<file path="config.mk">
export PLATFORM = sky130hd
export DESIGN_NAME = seg7_scan_decoder
export DESIGN_NICKNAME = d
export VERILOG_FILES = /design/src/rtl/seg7_scan_decoder.sv
export SDC_FILE = /design/constraint.sdc
export NUM_CORES = 1
export LEC_CHECK = 0
export CAP_MARGIN = 20
export CORE_MARGIN = 10
export CORE_UTILIZATION = 55
export DETAILED_ROUTE_END_ITERATION = 10
export GPL_ROUTABILITY_DRIVEN = 0
export PLACE_DENSITY = 0.83
export SKIP_LAST_GASP = 1
export SLEW_MARGIN = 20
export SYNTH_ARGS = -nofsm -noshare
export SYNTH_HDL_FRONTEND = slang
export SYNTH_SLANG_ARGS = --single-unit
</file>
<file path="constraint.sdc">
create_clock -name clk -period 3.49 [get_ports clk]
set_clock_uncertainty 0.05 [all_clocks]
set_input_delay 0.698 -clock clk [delete_from_list [all_inputs] [get_ports clk]]
set_output_delay 0.698 -clock clk [all_outputs]
set_load 0.02 [all_outputs]
</file>
<file path="src/rtl/seg7_scan_decoder.sv">
// Loopback monitor for a multiplexed active-low 7-segment bus: recovers one hex code per digit
// and hands out complete frames over valid/ready. Define HEX_DECODE_EN to also decode A..F.
module seg7_scan_decoder #(
    parameter int DIGITS     = 4,
    parameter int STABLE_CYC = 16
) (
    input  logic                  clk,
    input  logic                  rst_n,
    input  logic [DIGITS-1:0]     an,
    input  logic [6:0]            seg,
    output logic [4*DIGITS-1:0]   out_data,
    output logic [DIGITS-1:0]     out_blank,
    output logic [DIGITS-1:0]     out_err,
    output logic                  out_valid,
    input  logic                  out_ready,
    output logic                  overrun
);

    localparam int CW = $clog2(STABLE_CYC);
    localparam int SW = DIGITS + 7;
    localparam logic [0:0] ST_SETTLE = 1'b0;
    localparam logic [0:0] ST_LOCKED = 1'b1;

    // Returns {blank, err, code}; blank and err both force the code to zero.
    function automatic logic [5:0] seg_decode(input logic [6:0] p);
        logic [5:0] r;
        case (p)
            7'b0000001: r = {2'b00, 4'h0};
            7'b1001111: r = {2'b00, 4'h1};
            7'b0010010: r = {2'b00, 4'h2};
            7'b0000110: r = {2'b00, 4'h3};
            7'b1001100: r = {2'b00, 4'h4};
            7'b0100100: r = {2'b00, 4'h5};
            7'b0100000: r = {2'b00, 4'h6};
            7'b0001111: r = {2'b00, 4'h7};
            7'b0000000: r = {2'b00, 4'h8};
            7'b0000100: r = {2'b00, 4'h9};
`ifdef HEX_DECODE_EN
            7'b0001000: r = {2'b00, 4'hA};
            7'b1100000: r = {2'b00, 4'hB};
            7'b0110001: r = {2'b00, 4'hC};
            7'b1000010: r = {2'b00, 4'hD};
            7'b0110000: r = {2'b00, 4'hE};
            7'b0111000: r = {2'b00, 4'hF};
`endif
            7'b1111111: r = {2'b10, 4'h0};
            default:    r = {2'b01, 4'h0};
        endcase
        return r;
    endfunction

    logic [DIGITS-1:0]   r_an_m, r_an_s;
    logic [6:0]          r_seg_m, r_seg_s;
    logic [SW-1:0]       r_prev;
    logic [0:0]          r_state;
    logic [CW-1:0]       r_cnt;
    logic [DIGITS-1:0]   r_seen;
    logic [4*DIGITS-1:0] r_sh_code;
    logic [DIGITS-1:0]   r_sh_blank, r_sh_err;
    logic [4*DIGITS-1:0] r_out_data;
    logic [DIGITS-1:0]   r_out_blank, r_out_err;
    logic                r_out_valid, r_overrun;

    logic [SW-1:0]       w_sample;
    logic [DIGITS-1:0]   w_sel;
    logic                w_legal, w_same, w_cap, w_complete, w_free;
    logic [0:0]          w_state_n;
    logic [CW-1:0]       w_cnt_n;
    logic [5:0]          w_dec;
    logic [DIGITS-1:0]   w_seen_n, w_blank_n, w_err_n;
    logic [4*DIGITS-1:0] w_code_n;

    // Two-flop synchronizers on the display bus.
    always_ff @(posedge clk or negedge rst_n) begin
        if (!rst_n) begin
            r_an_m  <= '1;
            r_an_s  <= '1;
            r_seg_m <= 7'h7F;
            r_seg_s <= 7'h7F;
        end else begin
            r_an_m  <= an;
            r_an_s  <= r_an_m;
            r_seg_m <= seg;
            r_seg_s <= r_seg_m;
        end
    end

    // Stability tracking: a digit is captured once per stable period, then locked out.
    always_comb begin
        w_sample  = {r_an_s, r_seg_s};
        w_sel     = ~r_an_s;
        w_legal   = (w_sel != '0) && ((w_sel & (w_sel - DIGITS'(1))) == '0);
        w_same    = (w_sample == r_prev);
        w_state_n = r_state;
        w_cnt_n   = r_cnt;
        w_cap     = 1'b0;
        if (!w_legal || !w_same) begin
            w_state_n = ST_SETTLE;
            w_cnt_n   = '0;
        end else begin
            case (r_state)
                ST_SETTLE: begin
                    if (r_cnt == CW'(STABLE_CYC - 2)) begin
                        w_cap     = 1'b1;
                        w_state_n = ST_LOCKED;
                        w_cnt_n   = r_cnt + CW'(1);
                    end else begin
                        w_cnt_n   = r_cnt + CW'(1);
                    end
                end
                ST_LOCKED: begin
                    w_cnt_n = r_cnt;
                end
                default: begin
                    w_state_n = ST_SETTLE;
                    w_cnt_n   = '0;
                end
            endcase
        end
    end

    // Shadow frame update; the completing capture is folded in so the output loads it directly.
    always_comb begin
        w_dec     = seg_decode(r_seg_s);
        w_code_n  = r_sh_code;
        w_blank_n = r_sh_blank;
        w_err_n   = r_sh_err;
        w_seen_n  = r_seen;
        for (int i = 0; i < DIGITS; i++) begin
            w_code_n[4*i +: 4] = (w_cap && w_sel[i]) ? w_dec[3:0] : r_sh_code[4*i +: 4];
            w_blank_n[i]       = (w_cap && w_sel[i]) ? w_dec[5]   : r_sh_blank[i];
            w_err_n[i]         = (w_cap && w_sel[i]) ? w_dec[4]   : r_sh_err[i];
            w_seen_n[i]        = (w_cap && w_sel[i]) ? 1'b1       : r_seen[i];
        end
        w_complete = w_cap && (&w_seen_n);
        w_free     = !r_out_valid || out_ready;
    end

    // Scan state and shadow frame registers.
    always_ff @(posedge clk or negedge rst_n) begin
        if (!rst_n) begin
            r_prev     <= '1;
            r_state    <= ST_SETTLE;
            r_cnt      <= '0;
            r_seen     <= '0;
            r_sh_code  <= '0;
            r_sh_blank <= '0;
            r_sh_err   <= '0;
        end else begin
            r_prev     <= w_sample;
            r_state    <= w_state_n;
            r_cnt      <= w_cnt_n;
            r_seen     <= w_complete ? '0 : w_seen_n;
            r_sh_code  <= w_code_n;
            r_sh_blank <= w_blank_n;
            r_sh_err   <= w_err_n;
        end
    end

    // Output frame with valid/ready handshake; a frame completing while busy is dropped.
    always_ff @(posedge clk or negedge rst_n) begin
        if (!rst_n) begin
            r_out_data  <= '0;
            r_out_blank <= '0;
            r_out_err   <= '0;
            r_out_valid <= 1'b0;
            r_overrun   <= 1'b0;
        end else begin
            r_overrun <= w_complete && !w_free;
            if (w_complete && w_free) begin
                r_out_data  <= w_code_n;
                r_out_blank <= w_blank_n;
                r_out_err   <= w_err_n;
                r_out_valid <= 1'b1;
            end else if (r_out_valid && out_ready) begin
                r_out_valid <= 1'b0;
            end else begin
                r_out_valid <= r_out_valid;
            end
        end
    end

    assign out_data  = r_out_data;
    assign out_blank = r_out_blank;
    assign out_err   = r_out_err;
    assign out_valid = r_out_valid;
    assign overrun   = r_overrun;

endmodule

</file>
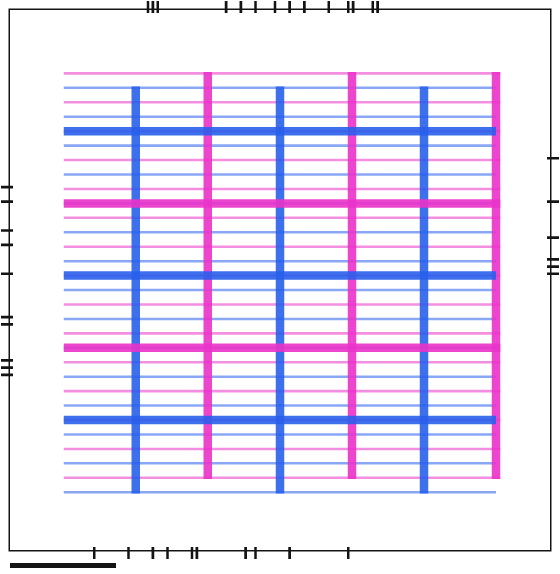
(supply network)
The bar under the picture is 20 µm long. Pins as bars on the die edge.
[blue] VSS
[magenta] VDD
met1 rails: 30
met4 straps: 6
signal pins: 40
met5 straps: 5
Worst IR Drop VDD: 0.332 mV
die height: 102 µm
Core Area: 0.00642 mm²
width of the chip: 102 µm

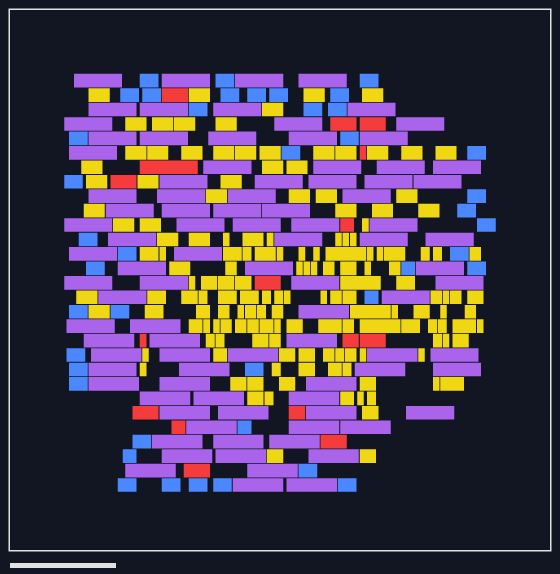
(placed cells, one color a class)
The bar under the picture is 20 µm long.
[yellow] remaining logic cells | cells: 156 | share of their area: 30%
[red] clock drivers and dummy loads | cells: 16 | share of their area: 4.6%
[purple] sequential cells | cells: 92 | share of their area: 56%
[blue] remaining buffers and delay cells | cells: 42 | share of their area: 9.8%
final design utilization: 0.670
summed area of non-filler cells in the final layout: 0.00430 mm²
Seq area share: 0.544

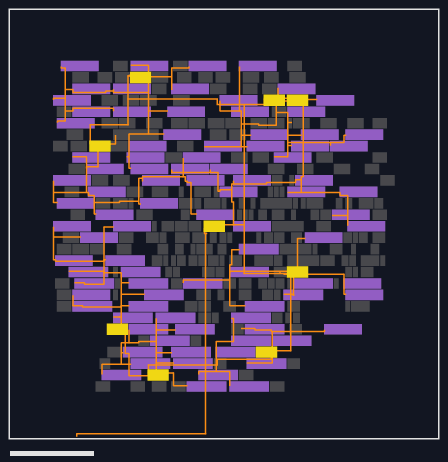
(routed clock nets over the placement)
The bar under the picture is 20 µm long.
[orange] clock wires | length: 1000 µm
[yellow] clock-net drivers | count: 9
[purple] flip-flops | count: 92
routed clock nets: 10
Clk pwr share: 0.369
clock latency at the later pin of the worst-skew pair: 0.36 ns
Clock group: 700 µW

==> metrics.json <==
{
  "clock_tree": {
    "cts-htree-levels": 3,
    "cts-root-buf": "sky130_fd_sc_hd__clkbuf_8",
    "cts.repair_timing.setup_buffer_count": 0,
    "tritoncts": "yes",
    "cts_inserted_buffers": 9,
    "cts-resized-gates": 0,
    "cts_hold_buffers": 0,
    "tritoncts_num_sinks": 92,
    "worst_setup_hold_path_clk_slew_ns": 0.09,
    "cts_max_path_buffers": 2
  },
  "drt": {
    "via_count": 2120,
    "detail_route.wl_per_cell_um": 17.2,
    "vias_per_cell": 5.54,
    "initialDrtViolationCount": 146,
    "route.layer.met1.wl_um": 2830,
    "dr_wl_met3_um": 339,
    "met2_wirelength_um": 3280,
    "routed_wirelength_um": 6570,
    "routed.top_layer": "met4",
    "remaining_drc_errors": 0,
    "drt_first_pass_iters": 4,
    "detail-route-antenna-nets": 0
  },
  "synthesis": {
    "synth.cells.most_frequent": "59 x sky130_fd_sc_hd__dfrtp_1, 41 x sky130_fd_sc_hd__mux2_2, 33 x sky130_fd_sc_hd__dfstp_2, 22 x sky130_fd_sc_hd__nor2_1, 11 x sky130_fd_sc_hd__xnor2_1",
    "post_synth_instance_area_mm2": 0.00367,
    "synth-area-yosys_mm2": 0.00367,
    "synth-main-ff-cell": "sky130_fd_sc_hd__dfrtp_1",
    "ys_top_logic_family": "multiplexers",
    "synthesis.yosys.warnings": 0,
    "async_reset_ff_frac": 1.00,
    "syn_avg_cell_area_um2": 14.1,
    "top_cell_area_share": 0.402,
    "yosysMostFrequentCell": "sky130_fd_sc_hd__dfrtp_1",
    "post_synth_and_or_nand_nor_area_fraction": 0.107,
    "syn-instance-count": 261,
    "number_of_nets_in_the_synthesized_netlist": 277,
    "ys_sh_xor": 0.0310,
    "yosysCellCount": 261,
    "synthMuxAreaShare": 0.146,
    "postSynthRegisterBits": 92,
    "ys_seq_frac": 0.638,
    "post_synth_num_cell_types": 43,
    "cells_taking_the_most_area_after_synthesis": "sky130_fd_sc_hd__dfrtp_1 40%, sky130_fd_sc_hd__dfstp_2 24%, sky130_fd_sc_hd__mux2_2 13%",
    "synthAdderAreaFrac": 0.00682,
    "synthAoiAreaFrac": 0.0429,
    "number_of_enable_type_register_cells_in_the_synthesized_netlist": 0,
    "yosysTopAreaCell": "sky130_fd_sc_hd__dfrtp_1"
  },
  "timing": {
    "final.period_utilization": 0.883,
    "maxClockFrequency_mhz": 325,
    "slew_headroom": 0.353,
    "worstMarginPinSlew_ns": 0.971,
    "finalHoldViolCount": 0,
    "slew_viol_final": 0,
    "post-route-worst-setup-slack_ns": 0.409,
    "finalWorstPathRequiredPeriod_ns": 3.08,
    "setup_total_negative_slack_ns": 0,
    "hold_ws_ns": 0.309,
    "report.final.setup_viol": 0,
    "grt_setup_unrepaired": "no"
  },
  "floorplan": {
    "tap_cells": 77,
    "initial_core_util": 0.572,
    "chip_area_mm2": 0.0103,
    "core.rowCount": 29,
    "io_pins": 40
  },
  "cells_and_area": {
    "diodes": 0,
    "non_clock_buffer_area_share": 0.0953,
    "layout.cells.largest_class": "sequential cells",
    "seqCellArea_mm2": 0.00234,
    "layout.non_clock_buffers": 42,
    "drive_gt1_frac": 0.324,
    "inv_count": 9,
    "area_delta_synth_final_pct": 17.2,
    "gate_area_mm2": 0.00123,
    "filler_cell_count": 462,
    "design.final.nets": 317,
    "area_share_clock_buf_inv": 0.0451,
    "nFlopsAndLatches": 92,
    "multiInputCombCellCount": 147,
    "number_of_standard_cells_in_the_final_layout_excluding_fillers": 383,
    "sh_comb_area": 0.285,
    "count_of_clock_buffers_in_the_final_design": 11
  },
  "worst_setup_path": {
    "crit_type": "register to register",
    "r2r_setup_slack_ns": 0.41,
    "crit_required_ns": 3.69,
    "critical_path.cell_chain": "xnor2_1 -> nand4_1 -> or4_1 -> nor4_4 -> mux2_2 -> mux2_1",
    "timing.critical_path.slowest_stage_cell": "sky130_fd_sc_hd__or4_1",
    "worst_setup_path_startpoint": "r_seg_s[3]",
    "worstPathMaxFanout": 12,
    "cp_slowest_stage_delay_ns": 0.71,
    "setup.worst_path.start_class": "register",
    "crit_path_end": "out_data[14]",
    "critPathCaptureType": "register",
    "reg2reg_to": "out_data[14]",
    "r2r_start": "r_seg_s[3]",
    "critical_path_arrival_ns": 3.29,
    "reg2reg_depth": 6
  },
  "global_route": {
    "grt_usage": 0.137,
    "grt_max_degree": 81,
    "gr-max-usage-layer": "met2",
    "globalRouteOverflowTotal": 0,
    "grt_first_pass_wirelength_um": 11100,
    "grt_util_met3": 0.0497,
    "grt_antenna_before_repair": 0,
    "met2_usage": 0.222,
    "via_count_of_the_first_global_routing_pass": 2217,
    "fraction_of_met1_tracks_used_by_global_routing": 0.161
  },
  "placement": {
    "detailedPlacementHpwl_um": 4410,
    "pre_cts_setup_slack_ns": 0.434,
    "numPlacedInstances": 367,
    "buffer_ports.inserted": 39,
    "placed_area_mm2": 0.00411
  },
  "power_and_ir_drop": {
    "static-leakage-power_uw": 0.00189,
    "power.total_uw": 1900,
    "power_density_mw_per_mm2": 441
  },
  "min_path": {
    "destination_of_the_worst_hold_path": "r_seg_s[0]",
    "timing.hold.worst_path_depth": 0,
    "hold_path.class": "register to register",
    "holdCritStartpoint": "r_seg_m[0]"
  },
  "run_status": {
    "status": "complete, no violations"
  },
  "flow_run": {
    "drv_cap": 0,
    "warning_count": 27
  }
}
-- worst max-delay path, delay by kind of cell, from the launching register on --
family / cells / cell delay [ns]
mux: 2 / 0.71
xor+xnor: 1 / 0.21
simple gates: 3 / 1.35
flops: 1 / 0.66
-- cells in the final DEF (no fill, tap or decap), drive strengths merged, types with 3 or more instances in the layout --
cell,instances
nor3,8
nor2b,4
nand3,5
xnor2,11
dfstp,33
inv,9
nand4,5
clkdlybuf4s50,38
nand2,3
o21ai,3
mux2,44
nor2,22
clkbuf,11
dfrtp,59
a31oi,3
nand2b,4
a21oi,3
nor4,4
buf,4
mux2i,4
-- power breakdown --
group,switching (µW),internal [µW],total (µW)
logic,40.6,32.1,72.7
registers,25.7,1100,1130
clock network,366,334,700
total,433,1470,1900
Power and IR drop assume default switching activity.
